## config.mk

```make
export PLATFORM = sky130hd
export DESIGN_NAME = calc1_port_driver
export DESIGN_NICKNAME = d
export VERILOG_FILES = /design/src/rtl/calc1_pkg.sv /design/src/rtl/calc1_req_fifo.sv /design/src/rtl/calc1_port_driver.sv
export SDC_FILE = /design/constraint.sdc
export NUM_CORES = 1
export LEC_CHECK = 0
export CORE_ASPECT_RATIO = 1.75
export CORE_UTILIZATION = 55
export DETAILED_ROUTE_END_ITERATION = 8
export PLACE_DENSITY = 0.79
export RECOVER_POWER = 25
export SLEW_MARGIN = 20
export SYNTH_ARGS = -nofsm -noshare
export SYNTH_HDL_FRONTEND = slang
export SYNTH_SLANG_ARGS = --single-unit
```

## constraint.sdc

```tcl
create_clock -name c_clk -period 8.62 [get_ports c_clk]
set_clock_uncertainty 0.05 [all_clocks]
set_input_delay 1.724 -clock c_clk [delete_from_list [all_inputs] [get_ports c_clk]]
set_output_delay 1.724 -clock c_clk [all_outputs]
set_load 0.01 [all_outputs]
```

## src/rtl/calc1_pkg.sv

```systemverilog
// Shared types and constants for the calc1 port driver.
// Latency: n/a (declarations only).
// Backpressure: n/a.
package calc1_pkg;

  // calc1 command encodings
  localparam logic [3:0] CMD_NOP = 4'b0000;
  localparam logic [3:0] CMD_ADD = 4'b0001;
  localparam logic [3:0] CMD_SUB = 4'b0010;
  localparam logic [3:0] CMD_SHL = 4'b0101;
  localparam logic [3:0] CMD_SHR = 4'b0110;

  // calc1 response encodings
  localparam logic [1:0] RSP_NONE = 2'b00;
  localparam logic [1:0] RSP_OK   = 2'b01;
  localparam logic [1:0] RSP_ERR  = 2'b10;

  // One whole operation as queued in the request FIFO
  typedef struct packed {
    logic [3:0]  cmd;
    logic [31:0] op1;
    logic [31:0] op2;
  } calc1_req_t;

  // Port sequencing states
  typedef enum logic [2:0] {
    ST_IDLE = 3'd0,
    ST_CMD  = 3'd1,
    ST_OP2  = 3'd2,
    ST_WAIT = 3'd3,
    ST_RESP = 3'd4
  } drv_state_t;

endpackage

```

## src/rtl/calc1_req_fifo.sv

```systemverilog
// Synchronous FIFO of calc1 requests with wrap-bit pointers and a registered count.
// Latency: a pushed entry is visible on pop_dat the cycle after the push edge.
// Backpressure: pushes while full and pops while empty are ignored.
module calc1_req_fifo
  import calc1_pkg::*;
#(
  parameter int DEPTH = 4,
  localparam int AW   = $clog2(DEPTH)
) (
  input  logic          clk,
  input  logic          rst_n,
  input  logic          push_vld,
  input  calc1_req_t    push_dat,
  input  logic          pop_vld,
  output calc1_req_t    pop_dat,
  output logic          full,
  output logic          empty,
  output logic [AW:0]   count
);

  logic [AW:0] wr_ptr_q, wr_ptr_d;
  logic [AW:0] rd_ptr_q, rd_ptr_d;
  logic [AW:0] count_q,  count_d;
  calc1_req_t  mem_q [DEPTH];
  logic        do_push, do_pop;

  assign full    = (count_q == (AW+1)'(DEPTH));
  assign empty   = (wr_ptr_q == rd_ptr_q);
  assign count   = count_q;
  assign pop_dat = mem_q[rd_ptr_q[AW-1:0]];
  assign do_push = push_vld && !full;
  assign do_pop  = pop_vld && !empty;

  // Next pointer and occupancy values
  always_comb begin
    wr_ptr_d = wr_ptr_q + (AW+1)'(do_push);
    rd_ptr_d = rd_ptr_q + (AW+1)'(do_pop);
    count_d  = count_q + (AW+1)'(do_push) - (AW+1)'(do_pop);
  end

  // Pointer/count state; storage is flushed logically by the pointer reset
  always_ff @(posedge clk) begin
    if (!rst_n) begin
      wr_ptr_q <= '0;
      rd_ptr_q <= '0;
      count_q  <= '0;
    end else begin
      wr_ptr_q <= wr_ptr_d;
      rd_ptr_q <= rd_ptr_d;
      count_q  <= count_d;
    end
  end

  // Entry storage, written at the current write index
  always_ff @(posedge clk) begin
    if (do_push) begin
      mem_q[wr_ptr_q[AW-1:0]] <= push_dat;
    end
  end

endmodule

```

## src/rtl/calc1_port_driver.sv

```systemverilog
// Buffers calc1 operations and sequences them onto one calc1 port (CMD, OP2, WAIT, RESP); CALC1_DRV_TIMEOUT_EN adds a WAIT timeout.
// Latency: accept to CMD cycle is 2 edges; calc1 response to rsp_valid is 1 edge; handshake to next CMD is 2 edges.
// Backpressure: in_ready drops when the FIFO is full; rsp_* hold in RESP until rsp_ready, stalling the port.
module calc1_port_driver
  import calc1_pkg::*;
#(
  parameter int FIFO_DEPTH     = 4,
  parameter int TIMEOUT_CYCLES = 100
) (
  input  logic        c_clk,
  input  logic        reset,
  input  logic        in_valid,
  output logic        in_ready,
  input  logic [3:0]  in_cmd,
  input  logic [31:0] in_op1,
  input  logic [31:0] in_op2,
  output logic [3:0]  req_cmd_out,
  output logic [31:0] req_data_out,
  input  logic [1:0]  calc_resp,
  input  logic [31:0] calc_data,
  output logic        rsp_valid,
  input  logic        rsp_ready,
  output logic [1:0]  rsp_code,
  output logic [31:0] rsp_data,
  output logic        rsp_timeout,
  output logic        busy
);

  localparam int AW = $clog2(FIFO_DEPTH);

  drv_state_t  state_q, state_d;
  logic [31:0] op2_q, op2_d;
  logic [3:0]  req_cmd_q, req_cmd_d;
  logic [31:0] req_data_q, req_data_d;
  logic        rsp_valid_q, rsp_valid_d;
  logic [1:0]  rsp_code_q, rsp_code_d;
  logic [31:0] rsp_data_q, rsp_data_d;
  logic        busy_q, busy_d;

  calc1_req_t  fifo_in, fifo_out;
  logic        fifo_full, fifo_empty, fifo_push, fifo_pop;
  logic [AW:0] fifo_count, fifo_count_nxt;

  // Held low in reset so nothing is accepted while the driver is being cleared
  assign in_ready  = reset && !fifo_full;
  // NOP requests complete at the handshake without touching the FIFO
  assign fifo_push = in_valid && in_ready && (in_cmd != CMD_NOP);
  assign fifo_pop  = (state_q == ST_IDLE) && !fifo_empty;
  assign fifo_in   = '{cmd: in_cmd, op1: in_op1, op2: in_op2};

  calc1_req_fifo #(.DEPTH(FIFO_DEPTH)) u_fifo (
    .clk      (c_clk),
    .rst_n    (reset),
    .push_vld (fifo_push),
    .push_dat (fifo_in),
    .pop_vld  (fifo_pop),
    .pop_dat  (fifo_out),
    .full     (fifo_full),
    .empty    (fifo_empty),
    .count    (fifo_count)
  );

  assign fifo_count_nxt = fifo_count + (AW+1)'(fifo_push) - (AW+1)'(fifo_pop);

`ifdef CALC1_DRV_TIMEOUT_EN
  localparam int TW = ($clog2(TIMEOUT_CYCLES + 1) > 8) ? $clog2(TIMEOUT_CYCLES + 1) : 8;
  logic [TW-1:0] tmo_cnt_q, tmo_cnt_d;
  logic          rsp_timeout_q, rsp_timeout_d;
  assign rsp_timeout = rsp_timeout_q;
`else
  assign rsp_timeout = 1'b0;
`endif

  // Sequencer: port outputs are computed for the state being entered so they are registered
  always_comb begin
    state_d    = state_q;
    op2_d      = op2_q;
    req_cmd_d  = CMD_NOP;
    req_data_d = '0;
    rsp_valid_d = rsp_valid_q;
    rsp_code_d = rsp_code_q;
    rsp_data_d = rsp_data_q;
`ifdef CALC1_DRV_TIMEOUT_EN
    tmo_cnt_d     = tmo_cnt_q;
    rsp_timeout_d = rsp_timeout_q;
`endif
    unique case (state_q)
      ST_IDLE: begin
        if (!fifo_empty) begin
          state_d    = ST_CMD;
          op2_d      = fifo_out.op2;
          req_cmd_d  = fifo_out.cmd;
          req_data_d = fifo_out.op1;
        end
      end
      ST_CMD: begin
        state_d    = ST_OP2;
        req_data_d = op2_q;
      end
      ST_OP2: begin
        state_d = ST_WAIT;
`ifdef CALC1_DRV_TIMEOUT_EN
        tmo_cnt_d = '0;
`endif
      end
      ST_WAIT: begin
        // A real response takes priority over a timeout in the same cycle
        if (calc_resp != RSP_NONE) begin
          state_d     = ST_RESP;
          rsp_valid_d = 1'b1;
          rsp_code_d  = calc_resp;
          rsp_data_d  = calc_data;
`ifdef CALC1_DRV_TIMEOUT_EN
          rsp_timeout_d = 1'b0;
`endif
        end
`ifdef CALC1_DRV_TIMEOUT_EN
        else if (tmo_cnt_q == TW'(TIMEOUT_CYCLES - 1)) begin
          state_d       = ST_RESP;
          rsp_valid_d   = 1'b1;
          rsp_code_d    = RSP_NONE;
          rsp_data_d    = '0;
          rsp_timeout_d = 1'b1;
        end else begin
          tmo_cnt_d = tmo_cnt_q + TW'(1);
        end
`endif
      end
      ST_RESP: begin
        if (rsp_ready) begin
          state_d     = ST_IDLE;
          rsp_valid_d = 1'b0;
        end
      end
      default: state_d = ST_IDLE;
    endcase
    busy_d = (state_d != ST_IDLE) || (fifo_count_nxt != '0);
  end

  // Driver state and registered outputs
  always_ff @(posedge c_clk) begin
    if (!reset) begin
      state_q     <= ST_IDLE;
      op2_q       <= '0;
      req_cmd_q   <= CMD_NOP;
      req_data_q  <= '0;
      rsp_valid_q <= 1'b0;
      rsp_code_q  <= RSP_NONE;
      rsp_data_q  <= '0;
      busy_q      <= 1'b0;
`ifdef CALC1_DRV_TIMEOUT_EN
      tmo_cnt_q     <= '0;
      rsp_timeout_q <= 1'b0;
`endif
    end else begin
      state_q     <= state_d;
      op2_q       <= op2_d;
      req_cmd_q   <= req_cmd_d;
      req_data_q  <= req_data_d;
      rsp_valid_q <= rsp_valid_d;
      rsp_code_q  <= rsp_code_d;
      rsp_data_q  <= rsp_data_d;
      busy_q      <= busy_d;
`ifdef CALC1_DRV_TIMEOUT_EN
      tmo_cnt_q     <= tmo_cnt_d;
      rsp_timeout_q <= rsp_timeout_d;
`endif
    end
  end

  assign req_cmd_out  = req_cmd_q;
  assign req_data_out = req_data_q;
  assign rsp_valid    = rsp_valid_q;
  assign rsp_code     = rsp_code_q;
  assign rsp_data     = rsp_data_q;
  assign busy         = busy_q;

endmodule

```

==> flow_summary.json <==
{
  "worstMarginPinSlew_ns": 1.13,
  "globalRoute.busiestLayer": "met2",
  "timing_max_transition_violations_final": 0,
  "status": "completed",
  "data_arrival_time_of_the_critical_path_ns": 3.00,
  "sequential_cell_area_um2": 10500,
  "fin_nets": 1097,
  "layout_worst_path_cycle_share_pct": 55.4,
  "post_cts_buffers": 0,
  "pin_count_of_the_biggest_net_entering_global_routing": 73,
  "clock_insertion_delay_worst_skew_ns": 0.51,
  "global_route.overflow_total": 0,
  "synth-cells-yosys": 813,
  "count_of_library_flops_with_an_enable_pin": 272,
  "timing.critical_path.cells": "buf_2, inv_2, a31oi_1, clkdlybuf4s50_1",
  "clock_sinks": 388,
  "synth.largest_area_cell": "edfxtp_1",
  "yosys-stat-area_um2": 14200,
  "regToRegSetupSlack_ns": 5.39,
  "power_leakage_nw": 5.80,
  "finalHoldViolations": 0,
  "global_route.usage.met1_pct": 23.9,
  "timing.critical_path.required_ns": 6.85,
  "floorplan.io_pins": 180,
  "synth.cells.most_frequent": "edfxtp_1, dfxtp_1, mux4_2",
  "design.die.area_um2": 26500,
  "clk_transition_reported_paths_ns": 0.06,
  "yosysSeqAreaShare_pct": 73.9,
  "layout-area-overhead-vs-synth_pct": 21.4,
  "log.warning_count": 26,
  "wire_length_of_the_first_global_routing_pass_um": 41500,
  "place_worst_setup_slack_ns": 3.84,
  "yosysWarningCount": 0,
  "power_density_nw_per_um2": 273,
  "synthDistinctLibCells": 40,
  "route.detailed.wl_per_inst_um": 20.6,
  "detailroute.via_count": 7690,
  "overall_global_routing_resource_usage_pct": 21.1,
  "path_class": "in2out",
  "ir_worst_vdd_mv": 0.179,
  "timing.critical_path.to_type": "output pin",
  "gpl.final_weighted_congestion": 0.769,
  "critical_path.startpoint_type": "primary input",
  "cts_root_buf": "clkbuf_16",
  "maxSlewHeadroom_pct": 24.8,
  "timing.critical_path.max_delay_family": "buffers and inverters",
  "postCtsResizedCells": 0,
  "synthesis.area_um2": 14200,
  "cts_tree": "built",
  "top_cell": "edfxtp_1",
  "fp.coreArea_um2": 25300,
  "clock.fmax_ghz": 0.210,
  "top_area_cells_in_the_synthesized_netlist": "edfxtp_1, dfxtp_1, mux4_2",
  "final.min_clock_period_ns": 4.77,
  "drt-total-wl_um": 27300,
  "met3_usage_pct": 3.22,
  "groute.layer.met2.usage_pct": 38.0,
  "numPortBuffers": 178,
  "yosys_most_used_dff": "edfxtp_1",
  "htree_levels": 2,
  "postSynthRegisterBits": 388,
  "setup-tns-final_ns": 0,
  "crit_path_max_delay_cell_type": "inv_2",
  "rsz0062_at_grt": "no",
  "comb_area_um2": 3400,
  "worstPathMaxFanout": 42,
  "holdCritPathClass": "reg2reg",
  "synth_top_area_share_pct": 57.6,
  "grt_pass1_vias": 7877,
  "count_of_cell_instances_traversed_by_the_critical_path": 4,
  "final.fill_count": 1673,
  "ant_nets": 0,
  "vias_per_cell": 5.80,
  "starting_drt_drc_count": 373,
  "async_flop_share_pct": 0,
  "reg2reg_depth": 10,
  "drive_gt1_share_pct": 13.5,
  "timing.max_cap.violations": 0,
  "drt_pass1_iterations": 5,
  "timing.critical_path.buf_inv": 3,
  "first_element_of_the_critical_path": "reset",
  "postSynthNetCount": 928,
  "dieHeight_um": 214,
  "slowest_delay_ns": 0.52,
  "critical_path.endpoint": "in_ready",
  "crit-reg2reg-launch": "u_fifo.rd_ptr_q[1]$_SDFF_PN0_",
  "syn-mean-instance-area_um2": 17.5,
  "clockBufferDepth": 3,
  "floorplanUtilization_pct": 56.0,
  "setup_viol": 0,
  "detail_route.drc_violations": 0,
  "netlist_instances": 813,
  "cts_inserted_buffers": 34,
  "die-width_um": 123,
  "hold_buffers": 0,
  "critical_path.reg2reg.endpoint": "busy$_SDFF_PN0_",
  "initial_antenna_violation_count": 6,
  "dp.final_hpwl_um": 15000
}
## worst min-delay path: cells and delay by family (launching register included)
family | cells | cell delay (ns)
DFF | 1 | 0.31
and+or+nand+nor | 1 | 0.05
muxes | 1 | 0.06
## stage by stage
stage          utilization [%]  power (mW)  instances  hold slack [ns]  area (um^2)
2_1_floorplan                -        3.02        813            0.388        14200
3_3_place_gp              63.8        3.30       1262            0.395        16200
3_5_place_dp              63.8        3.32       1262            0.408        16200
4_1_cts                   68.0        4.77       1322            0.417        17200
5_1_grt                   68.0        4.91       1324            0.430        17200
6_report                  68.0        4.71       1325            0.413        17200
## power breakdown
group	leakage, nW	internal, mW	total (mW)	switching [mW]
registers	3.41	2.17	2.32	0.146
logic	1.88	0.516	0.952	0.436
clock network	0.507	0.817	1.44	0.620
total	5.80	3.51	4.71	1.20
## sequential cells by signal, summed over array words and instances (netlist names), 3 cells and up
name / cells
req_cmd_out: 4
u_fifo.count: 3
req_data_out: 32
u_fifo.wr_ptr_q: 3
u_fifo.mem_q: 272
state_q: 3
u_fifo.rd_ptr_q: 3
rsp_data: 32
op2_q: 32
## metal layers
metal | vias to the layer above | wire [um]
met3 | 73 | 1570
met2 | 295 | 14600
li1 | 3482 | -
met1 | 3840 | 10100
met5 | - | 0
met4 | 0 | 1000
## placed cells by master (no fill, tap or decap), types with 34 or more instances in the layout
cell type	n
a21oi_1	37
clkdlybuf4s50_1	129
dlygate4sd3_1	48
dfxtp_1	114
nand2_1	67
clkbuf_16	35
nand3_1	34
o21ai_1	34
mux4_2	68
edfxtp_1	272
## how the worst min path moves through the flow
stage                     slack [ns]                     end  depth (start not counted)                    from
after floorplan                 0.39  op2_q[30]$_SDFFE_PN0P_                          2  op2_q[30]$_SDFFE_PN0P_
after global placement          0.39  op2_q[14]$_SDFFE_PN0P_                          2  op2_q[14]$_SDFFE_PN0P_
after detailed placement        0.41   op2_q[0]$_SDFFE_PN0P_                          2   op2_q[0]$_SDFFE_PN0P_
after CTS                       0.42   op2_q[0]$_SDFFE_PN0P_                          2   op2_q[0]$_SDFFE_PN0P_
after global routing            0.43   op2_q[0]$_SDFFE_PN0P_                          2   op2_q[0]$_SDFFE_PN0P_
final                           0.41   op2_q[0]$_SDFFE_PN0P_                          2   op2_q[0]$_SDFFE_PN0P_
## logic make-up (layout without fill, tap and decap cells)
logic type,after synthesis,after routing,synth area share [%]
buf+inv,65,258,2.43
mux,100,100,13.0
flops,388,388,73.9
other cells,1,4,0.0264
xor+xnor,8,8,0.494
compound gates,114,114,5.09
fa+ha+maj,9,9,0.899
simple gates,128,128,4.09
## cell type report
type	instances	share of cell area [%]
Antenna cell	3	0.0436
Timing Repair Buffer	187	10.7
Sequential cell	388	60.9
Tap cell	316	2.30
Multi-Input combinational cell	360	19.7
Clock buffer	54	5.73
Inverter	11	0.240
Clock inverter	6	0.327
Fig. 1: drive-strength map
Scale bar: 20 um.
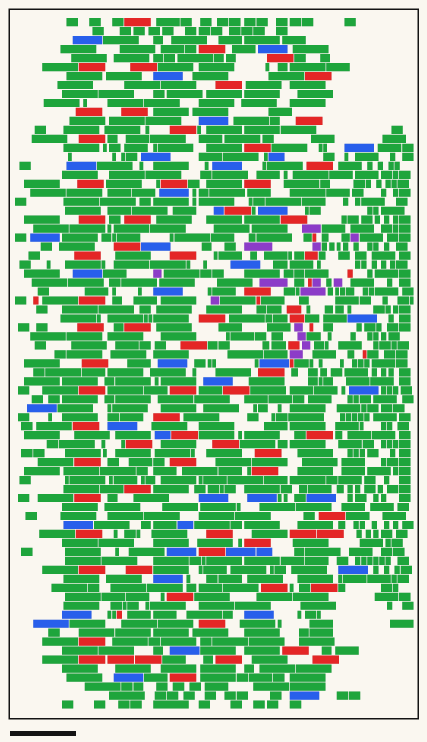
legend:
  x6 and larger:
    colour: blue
    cells: 41
  x1 and smaller:
    colour: green
    cells: 870
  x2:
    colour: red
    cells: 81
  x3 and x4:
    colour: purple
    cells: 14
post-route cell area: 17200 um^2
worst setup slack after layout: 3.85 ns
Non-clk bufs: 187

Fig. 2: gate-type map
Scale bar: 20 um.
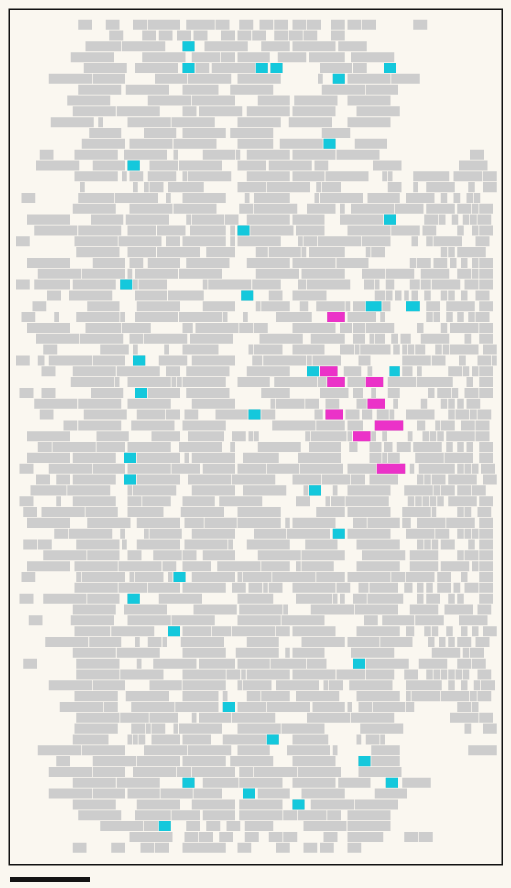
legend:
  fa/ha/maj cells:
    colour: magenta
    cells: 9
  non-inverting ao/oa cells:
    colour: cyan
    cells: 35
post-layout instance count excluding filler cells: 1325
multi-input gate share of the layout cell area: 19.7%

Fig. 3: placement by cell class
Scale bar: 20 um.
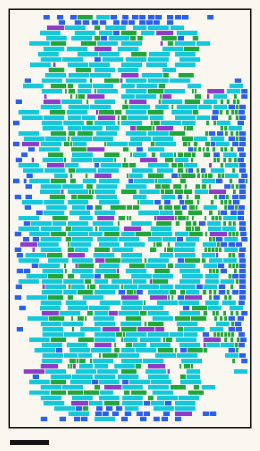
legend:
  remaining logic cells:
    colour: green
    cells: 371
    share_of_their_area: 20%
  remaining buffers and delay cells:
    colour: blue
    cells: 187
    share_of_their_area: 11%
  clock drivers and dummy loads:
    colour: purple
    cells: 60
    share_of_their_area: 6.2%
  registers:
    colour: cyan
    cells: 388
    share_of_their_area: 62%
post-layout util: 68.0%
number of cell rows: 77
Seq area share: 60.9%

No activity file was given, so power comes from the tool's default toggle rates.
